## config.mk

```make
export PLATFORM = sky130hd
export DESIGN_NAME = clkgt_ctrl_flat
export DESIGN_NICKNAME = d
export VERILOG_FILES = /design/src/rtl/clkgt_ctrl_pkg.sv /design/src/rtl/clkgt_ctrl_if.sv /design/src/rtl/clkgt_ctrl_perf.sv /design/src/rtl/clkgt_ctrl.sv /design/src/flat_wrapper.sv
export SDC_FILE = /design/constraint.sdc
export NUM_CORES = 1
export LEC_CHECK = 0
export CORE_AREA = 2 2 69 71
export CTS_BUF_LIST = sky130_fd_sc_hd__clkbuf_2
export CTS_CLUSTER_SIZE = 24
export DETAILED_ROUTE_END_ITERATION = 8
export DIE_AREA = 0 0 71 73
export GPL_ROUTABILITY_DRIVEN = 0
export PLACE_DENSITY = 0.59
export SETUP_SLACK_MARGIN = 0.4
export SKIP_CTS_REPAIR_TIMING = 1
export SYNTH_ARGS = -nofsm -noshare
export SYNTH_HDL_FRONTEND = slang
export SYNTH_SLANG_ARGS = --single-unit
```

## constraint.sdc

```tcl
create_clock -name i_clk -period 1.5 [get_ports i_clk]
set_input_delay 0.3 -clock i_clk [delete_from_list [all_inputs] [get_ports i_clk]]
set_output_delay 0.3 -clock i_clk [all_outputs]
set_load 0.05 [all_outputs]
```

## src/rtl/clkgt_ctrl_pkg.sv

```systemverilog
// Shared types and widths for the clock-gate enable controller.
package clkgt_ctrl_pkg;

  typedef enum logic [1:0] {
    ON   = 2'd0,
    OFF  = 2'd1,
    WAKE = 2'd2
  } state_e;

  localparam int unsigned IDLE_W       = 8;
  localparam int unsigned WAKE_W       = 4;
  localparam int unsigned PERF_GATED_W = 32;
  localparam int unsigned PERF_WAKE_W  = 16;

endpackage

```

## src/rtl/clkgt_ctrl_if.sv

```systemverilog
// Request/activity and gate-cell control bundle of clkgt_ctrl.
// master = bank/software side driving activity, slave = the controller.
interface clkgt_ctrl_if;
  import clkgt_ctrl_pkg::*;

  logic                    req_valid;
  logic                    req_ready;
  logic                    busy;
  logic                    force_on;
  logic                    test_en;
  logic                    cg_en;
  logic                    cg_te;
  logic                    gated;
  logic [PERF_GATED_W-1:0] perf_gated_cycles;
  logic [PERF_WAKE_W-1:0]  perf_wake_events;

  modport master (
    output req_valid, busy, force_on, test_en,
    input  req_ready, cg_en, cg_te, gated, perf_gated_cycles, perf_wake_events
  );

  modport slave (
    input  req_valid, busy, force_on, test_en,
    output req_ready, cg_en, cg_te, gated, perf_gated_cycles, perf_wake_events
  );

endinterface

```

## src/rtl/clkgt_ctrl_perf.sv

```systemverilog
// Saturating counters of cycles spent gated and of wake-ups.
// Only instantiated when CLKGT_CTRL_PERF_EN is defined.
module clkgt_ctrl_perf
  import clkgt_ctrl_pkg::*;
(
  input  logic                    i_clk,
  input  logic                    i_rst_n,
  input  logic                    i_in_off,
  input  logic                    i_wake_evt,
  output logic [PERF_GATED_W-1:0] o_gated_cycles,
  output logic [PERF_WAKE_W-1:0]  o_wake_events
);

  logic [PERF_GATED_W-1:0] r_gated_cycles;
  logic [PERF_WAKE_W-1:0]  r_wake_events;

  // Both counters hold at all-ones rather than wrapping
  always_ff @(posedge i_clk or negedge i_rst_n) begin
    if (!i_rst_n) begin
      r_gated_cycles <= '0;
      r_wake_events  <= '0;
    end else begin
      if (i_in_off && (r_gated_cycles != {PERF_GATED_W{1'b1}}))
        r_gated_cycles <= r_gated_cycles + PERF_GATED_W'(1);
      if (i_wake_evt && (r_wake_events != {PERF_WAKE_W{1'b1}}))
        r_wake_events <= r_wake_events + PERF_WAKE_W'(1);
    end
  end

  assign o_gated_cycles = r_gated_cycles;
  assign o_wake_events  = r_wake_events;

endmodule

```

## src/rtl/clkgt_ctrl.sv

```systemverilog
// Clock-gate enable controller: gates the bank after an idle window and
// runs a counted wake-up before granting access. Perf counters: CLKGT_CTRL_PERF_EN.
module clkgt_ctrl
  import clkgt_ctrl_pkg::*;
#(
  parameter int unsigned IDLE_CYCLES = 16,
  parameter int unsigned WAKE_CYCLES = 2
) (
  input  logic         i_clk,
  input  logic         i_rst_n,
  clkgt_ctrl_if.slave  io_bus
);

  localparam logic [IDLE_W-1:0] IDLE_LAST = IDLE_W'(IDLE_CYCLES - 1);
  localparam logic [WAKE_W-1:0] WAKE_LAST = WAKE_W'(WAKE_CYCLES - 1);

  state_e            r_state;
  logic [IDLE_W-1:0] r_idle_cnt;
  logic [WAKE_W-1:0] r_wake_cnt;
  logic              r_cg_en;
  logic              r_req_ready;
  logic              r_gated;
  logic              w_act;

  assign w_act = io_bus.req_valid | io_bus.busy | io_bus.force_on | io_bus.test_en;

  // Outputs are loaded alongside the next state so they always match r_state
  always_ff @(posedge i_clk or negedge i_rst_n) begin
    if (!i_rst_n) begin
      r_state     <= ON;
      r_idle_cnt  <= '0;
      r_wake_cnt  <= '0;
      r_cg_en     <= 1'b1;
      r_req_ready <= 1'b1;
      r_gated     <= 1'b0;
    end else begin
      case (r_state)
        ON: begin
          if (w_act) begin
            r_idle_cnt <= '0;
          end else if (r_idle_cnt == IDLE_LAST) begin
            r_state     <= OFF;
            r_idle_cnt  <= '0;
            r_cg_en     <= 1'b0;
            r_req_ready <= 1'b0;
            r_gated     <= 1'b1;
          end else begin
            r_idle_cnt <= r_idle_cnt + IDLE_W'(1);
          end
        end
        OFF: begin
          if (w_act) begin
            r_state    <= WAKE;
            r_wake_cnt <= '0;
            r_cg_en    <= 1'b1;
            r_gated    <= 1'b0;
          end
        end
        WAKE: begin
          // Wake runs to completion regardless of activity
          if (r_wake_cnt == WAKE_LAST) begin
            r_state     <= ON;
            r_idle_cnt  <= '0;
            r_wake_cnt  <= '0;
            r_req_ready <= 1'b1;
          end else begin
            r_wake_cnt <= r_wake_cnt + WAKE_W'(1);
          end
        end
        default: begin
          r_state     <= ON;
          r_idle_cnt  <= '0;
          r_wake_cnt  <= '0;
          r_cg_en     <= 1'b1;
          r_req_ready <= 1'b1;
          r_gated     <= 1'b0;
        end
      endcase
    end
  end

  assign io_bus.cg_en     = r_cg_en;
  assign io_bus.req_ready = r_req_ready;
  assign io_bus.gated     = r_gated;
  assign io_bus.cg_te     = io_bus.test_en;

`ifdef CLKGT_CTRL_PERF_EN
  logic w_in_off;
  logic w_wake_evt;

  assign w_in_off   = (r_state == OFF);
  assign w_wake_evt = (r_state == OFF) && w_act;

  clkgt_ctrl_perf u_perf (
    .i_clk          (i_clk),
    .i_rst_n        (i_rst_n),
    .i_in_off       (w_in_off),
    .i_wake_evt     (w_wake_evt),
    .o_gated_cycles (io_bus.perf_gated_cycles),
    .o_wake_events  (io_bus.perf_wake_events)
  );
`else
  assign io_bus.perf_gated_cycles = '0;
  assign io_bus.perf_wake_events  = '0;
`endif

endmodule
```

## src/flat_wrapper.sv

```systemverilog
// flat-port wrapper written by rule: the top's interface ports become plain ports
module clkgt_ctrl_flat import clkgt_ctrl_pkg::*;
#(
  parameter int unsigned IDLE_CYCLES = 16,
  parameter int unsigned WAKE_CYCLES = 2
)
  (i_clk, i_rst_n, io_bus_req_valid, io_bus_busy, io_bus_force_on, io_bus_test_en, io_bus_req_ready, io_bus_cg_en, io_bus_cg_te, io_bus_gated, io_bus_perf_gated_cycles, io_bus_perf_wake_events);
  clkgt_ctrl_if io_bus_i ();
  input  logic i_clk;
  input  logic i_rst_n;
  input wire logic [$bits(io_bus_i.req_valid)-1:0] io_bus_req_valid;
  input wire logic [$bits(io_bus_i.busy)-1:0] io_bus_busy;
  input wire logic [$bits(io_bus_i.force_on)-1:0] io_bus_force_on;
  input wire logic [$bits(io_bus_i.test_en)-1:0] io_bus_test_en;
  output wire logic [$bits(io_bus_i.req_ready)-1:0] io_bus_req_ready;
  output wire logic [$bits(io_bus_i.cg_en)-1:0] io_bus_cg_en;
  output wire logic [$bits(io_bus_i.cg_te)-1:0] io_bus_cg_te;
  output wire logic [$bits(io_bus_i.gated)-1:0] io_bus_gated;
  output wire logic [$bits(io_bus_i.perf_gated_cycles)-1:0] io_bus_perf_gated_cycles;
  output wire logic [$bits(io_bus_i.perf_wake_events)-1:0] io_bus_perf_wake_events;
  assign io_bus_i.req_valid = io_bus_req_valid;
  assign io_bus_i.busy = io_bus_busy;
  assign io_bus_i.force_on = io_bus_force_on;
  assign io_bus_i.test_en = io_bus_test_en;
  assign io_bus_req_ready = io_bus_i.req_ready;
  assign io_bus_cg_en = io_bus_i.cg_en;
  assign io_bus_cg_te = io_bus_i.cg_te;
  assign io_bus_gated = io_bus_i.gated;
  assign io_bus_perf_gated_cycles = io_bus_i.perf_gated_cycles;
  assign io_bus_perf_wake_events = io_bus_i.perf_wake_events;
  clkgt_ctrl #(.IDLE_CYCLES(IDLE_CYCLES), .WAKE_CYCLES(WAKE_CYCLES)) u_core (.i_clk(i_clk), .i_rst_n(i_rst_n), .io_bus(io_bus_i));
endmodule
```

==> run_1/wire_density.png <==
The die is cut into 14 by 15 equal tiles; black is low, pale yellow is high, scaled to the fullest tile. Values are wire area over tile area, all layers added.
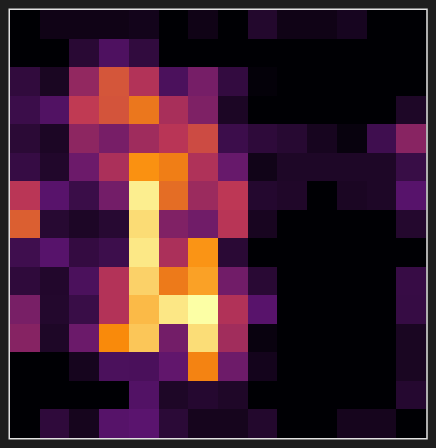
The emptiest ninth of the die: lower right. 11% of the tiles are over half the peak. The mean over all tiles is 0.067. The densest ninth of the die: centre. 33% of the tiles are nearly empty.
GRT Overall Usage: 8.43%
detailed-route wire length: 2170 um
number of vias after detailed routing: 923
average routed wire per standard cell: 9.45 um

==> run_1/cell_classes.png <==
Bar = 20 um. Fill, decap, tap and diode cells in grey.
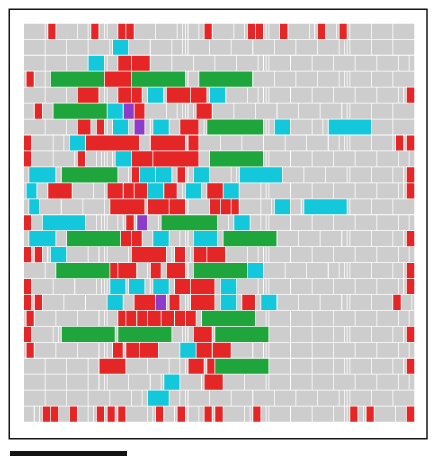
Purple shows clock drivers and dummy loads, cells 4, share of their area 1.3%. Red shows all other logic, cells 115, share of their area 46%. Cyan shows other buffers and delay cells, cells 40, share of their area 24%. Green shows flops, cells 17, share of their area 28%.
row count: 25
placeable core region: 0.00454 mm2
Seq area share: 27.2%
final cell utilization of the core: 34.8%
Layout Cell Area excl Fill: 0.00158 mm2

==> run_1/final_placement.png <==
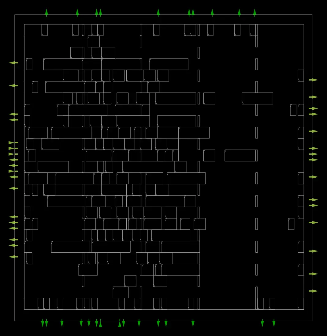
tap cells: 54
final non-filler cell total: 230
Layout fillers: 477

==> tab_implementation.tex, run 1 <==
% Yosys + OpenROAD metrics
\begin{tabular}{lr}
\hline
Metric & Value \\
\hline
\multicolumn{2}{l}{\textbf{Run status}} \\
\quad Status & finished clean \\
\multicolumn{2}{l}{\textbf{Power and ir drop}} \\
\quad Seq pwr & 460 uW \\
\quad Power Dens Cells & about 630 mW/mm2 \\
\quad Internal power of the cells & approximately 550 uW \\
\quad Share of total power consumed by net switching & between 40 and 50\% \\
\quad Clock Power & 220 uW \\
\quad Switch Pwr & around 440 uW \\
\quad Worst IR drop on VDD & roughly 0.00035 V \\
\quad Sequential share of power & 46.5\% \\
\multicolumn{2}{l}{\textbf{Critical path}} \\
\quad Type of the setup path with the least slack & reg -> reg \\
\quad Required time of the critical path & 1750 ps \\
\quad Minimum setup slack among reg-to-reg paths & 50 ps \\
\quad Kind of start point of the critical path & register \\
\quad Buffer-and-inverter tally for the worst setup path & 1 \\
\quad Slowest stage cell, crit path & sky130\_fd\_sc\_hd\_\_or4\_4 \\
\quad Max FO, Critical Path & 5 \\
\quad Count of cells along the worst register-to-register path & 5 \\
\quad Largest incremental delay on the critical path & roughly 530 ps \\
\quad Total stage count of the critical path & 5 \\
\quad R2r startpoint & u\_core.r\_wake\_cnt[1] \\
\quad Crit path max-delay family & simple AND/OR/NAND/NOR gates \\
\multicolumn{2}{l}{\textbf{Die}} \\
\quad Total die area & just over 0.005 mm2 \\
\multicolumn{2}{l}{\textbf{Final layout}} \\
\quad Top library cells by usage in the layout, fill and taps aside & sky130\_fd\_sc\_hd\_\_conb\_1, sky130\_fd\_sc\_hd\_\_buf\_4, sky130\_fd\_sc\_hd\_\_dfrtp\_1 \\
\quad Most used logic cell in the final layout & sky130\_fd\_sc\_hd\_\_conb\_1 \\
\quad Regs by FF count & u\_core.r\_idle\_cnt: 8 flops, u\_core.r\_wake\_cnt: 4 flops, u\_core.r\_state: 2 flops \\
\quad Number of flip-flops and latches & 17 \\
\quad Non-clock buffer count & approximately 40 \\
\quad Area delta synth->final & 24.5\% \\
\quad Logic gate fraction of the total cell area & 43.9\% \\
\quad Relative area of non-clock buffer cells in the final design & 22.9\% \\
\multicolumn{2}{l}{\textbf{Job}} \\
\quad Max-cap violation count & 0 \\
\quad OpenROAD warnings & 29 \\
\multicolumn{2}{l}{\textbf{Final timing}} \\
\quad Worst hold margin & roughly 290 ps \\
\quad Setup TNS & 0 ps \\
\quad Worst Clk Skew & between 0.9 and 1 ps \\
\quad Final worst-path cycle share & 96.9\% \\
\quad RSZ-0062 raised after global routing & yes \\
\quad Minimum clock period after layout & 1450 ps \\
\multicolumn{2}{l}{\textbf{Synthesis}} \\
\quad Registers, synthesis & 17 \\
\quad Simple-gate area share of the yosys netlist & about 14\% \\
\quad Synth top cell by count & sky130\_fd\_sc\_hd\_\_buf\_4 \\
\quad Top-area cell share & just under 30\% \\
\quad Cell type with the highest aggregate area in the netlist & sky130\_fd\_sc\_hd\_\_buf\_4 \\
\quad Proportion of synthesized area in mux cells & less than 1\% \\
\multicolumn{2}{l}{\textbf{Worst hold path}} \\
\quad Kind of path behind the tightest hold check & in -> async \\
\multicolumn{2}{l}{\textbf{Route}} \\
\quad DRT iter0 DRCs & 16 \\
\quad Top routing layer in use & met4 \\
\quad Detailed-routing iteration count for the pre-antenna-repair pass & 2 \\
\quad Met3 wire len & 100 um \\
\quad Met1 Routed Length & 977 um \\
\multicolumn{2}{l}{\textbf{Global route}} \\
\quad Met3 Track Usage GR & less than 1\% \\
\quad Gr busiest metal & met2 \\
\quad Initial antenna violation count & 0 \\
\multicolumn{2}{l}{\textbf{Place}} \\
\quad I/O Buffers & 9 \\
\quad Placed wire-length estimate after detailed placement & 1590 um \\
\quad Post-placement worst setup slack & -351 ps \\
\quad Total placed cells including tap cells & $\sim$220 \\
\multicolumn{2}{l}{\textbf{Clock tree}} \\
\quad Cell at the root of the clock tree & sky130\_fd\_sc\_hd\_\_clkbuf\_2 \\
\quad CTS tree & done \\
\quad Htree depth & 1 \\
\quad Inserted Clock Buffers & 3 \\
\hline
\end{tabular}
==> run_1/metal_stack.png <==
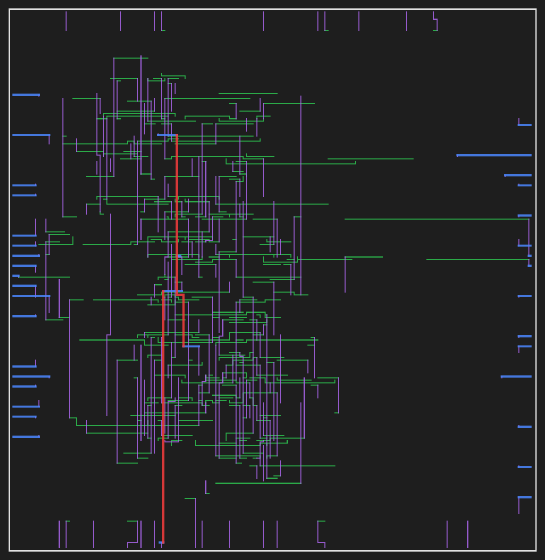

==> run 2, diff against run 1 <==
Settings changed: CAP_MARGIN set to 10, SETUP_SLACK_MARGIN 0.4 to 0.02.
==> run_2/metal_stack.png <==
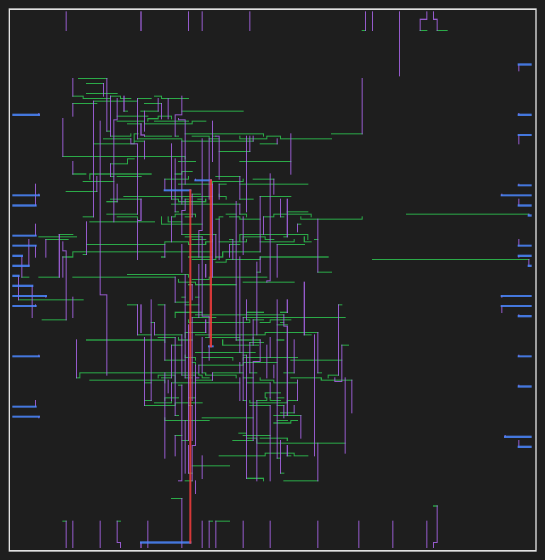
Green shows met1, wire length 935 um. Purple shows met2, wire length 968 um. Red shows met4, wire length 70.0 um. Blue shows met3, wire length 85.3 um.
GRT Overall Usage: 7.97%
number of vias after detailed routing: 886
detailed-route wire length: 2060 um

==> run 2 against run 1 <==
Compared with the run above:
- the run now ends with negative setup slack left
- critical path depth up 1
- global-route usage down 0.46 points
- total power down 0.15%
- combinational power about the same
- via count down 4.0%
- final area down 3.6%
- maximum frequency down 5.5%
- clock power down 2%
- sequential power about the same
- worst hold slack worse by 11 ps
- critical path type unchanged
- clock-buffer cell count down 1
- utilization down 1.2 points
==> tab_implementation.tex, run 2 <==
% Yosys + OpenROAD metrics
\begin{tabular}{lr}
\hline
Metric & Value \\
\hline
\multicolumn{2}{l}{\textbf{Run status}} \\
\quad Status & complete, but fails checks \\
\quad Violations in the final reports & negative setup slack \\
\multicolumn{2}{l}{\textbf{Worst hold path}} \\
\quad Kind of path behind the tightest hold check & in -> async \\
\multicolumn{2}{l}{\textbf{Clock tree}} \\
\quad Cell at the root of the clock tree & sky130\_fd\_sc\_hd\_\_clkbuf\_2 \\
\quad CTS tree & done \\
\quad Htree depth & 1 \\
\multicolumn{2}{l}{\textbf{Power and ir drop}} \\
\quad Worst IR drop on VDD & 0.000288 V \\
\quad Switch Pwr & approximately 440 uW \\
\quad Clock Power & 215 uW \\
\quad Share of total power consumed by net switching & $\sim$45\% \\
\quad Internal power of the cells & 546 uW \\
\quad Sequential share of power & a little under half \\
\multicolumn{2}{l}{\textbf{Place}} \\
\quad Total placed cells including tap cells & around 220 \\
\quad Placed wire-length estimate after detailed placement & $\sim$1600 um \\
\quad I/O Buffers & 9 \\
\multicolumn{2}{l}{\textbf{Final timing}} \\
\quad Setup TNS & -73.6 ps \\
\quad Worst setup slack after layout & -37.9 ps \\
\quad Minimum clock period after layout & about 1500 ps \\
\quad Worst hold margin & about 280 ps \\
\quad Final setup violation count & 4 \\
\quad Final worst-path cycle share & 103\% \\
\quad RSZ-0062 raised after global routing & yes \\
\multicolumn{2}{l}{\textbf{Synthesis}} \\
\quad Cell type with the highest aggregate area in the netlist & sky130\_fd\_sc\_hd\_\_buf\_4 \\
\quad Proportion of synthesized area in mux cells & less than 1\% \\
\quad Synth top cell by count & sky130\_fd\_sc\_hd\_\_buf\_4 \\
\quad Registers, synthesis & 17 \\
\multicolumn{2}{l}{\textbf{Critical path}} \\
\quad Type of the setup path with the least slack & reg -> reg \\
\quad Minimum setup slack among reg-to-reg paths & -40 ps \\
\quad Largest incremental delay on the critical path & 510 ps \\
\quad Max FO, Critical Path & 7 \\
\quad Slowest stage cell, crit path & sky130\_fd\_sc\_hd\_\_or4\_4 \\
\quad Total stage count of the critical path & 6 \\
\quad R2r startpoint & u\_core.r\_wake\_cnt[1] \\
\multicolumn{2}{l}{\textbf{Final layout}} \\
\quad Final non-filler cell total & 225 \\
\quad Layout Cell Area excl Fill & 0.00152 mm2 \\
\quad Area delta synth->final & 20.0\% \\
\quad Seq area share & $\sim$28\% \\
\quad Final cell utilization of the core & 33.6\% \\
\quad Logic gate fraction of the total cell area & between 40\% and 50\% \\
\quad Number of flip-flops and latches & 17 \\
\quad Non-clock buffer count & 35 \\
\quad Layout fillers & just under 500 \\
\quad Regs by FF count & u\_core.r\_idle\_cnt: 8 flops, u\_core.r\_wake\_cnt: 4 flops, u\_core.r\_state: 2 flops \\
\quad Relative area of non-clock buffer cells in the final design & 22.5\% \\
\quad Top library cells by usage in the layout, fill and taps aside & sky130\_fd\_sc\_hd\_\_conb\_1, sky130\_fd\_sc\_hd\_\_buf\_4, sky130\_fd\_sc\_hd\_\_dfrtp\_1, sky130\_fd\_sc\_hd\_\_nand3\_1 \\
\quad Most used logic cell in the final layout & sky130\_fd\_sc\_hd\_\_conb\_1 \\
\multicolumn{2}{l}{\textbf{Die}} \\
\quad Row count & 25 \\
\quad Total die area & between 0.005 and 0.006 mm2 \\
\quad Tap cells & 54 \\
\multicolumn{2}{l}{\textbf{Route}} \\
\quad DRT iter0 DRCs & 3 \\
\quad Top routing layer in use & met4 \\
\quad Met1 Routed Length & 934 um \\
\quad Met3 wire len & approximately 85 um \\
\multicolumn{2}{l}{\textbf{Job}} \\
\quad OpenROAD warnings & 28 \\
\multicolumn{2}{l}{\textbf{Global route}} \\
\quad Met3 Track Usage GR & less than 1\% \\
\hline
\end{tabular}
Power and IR drop assume default switching activity.
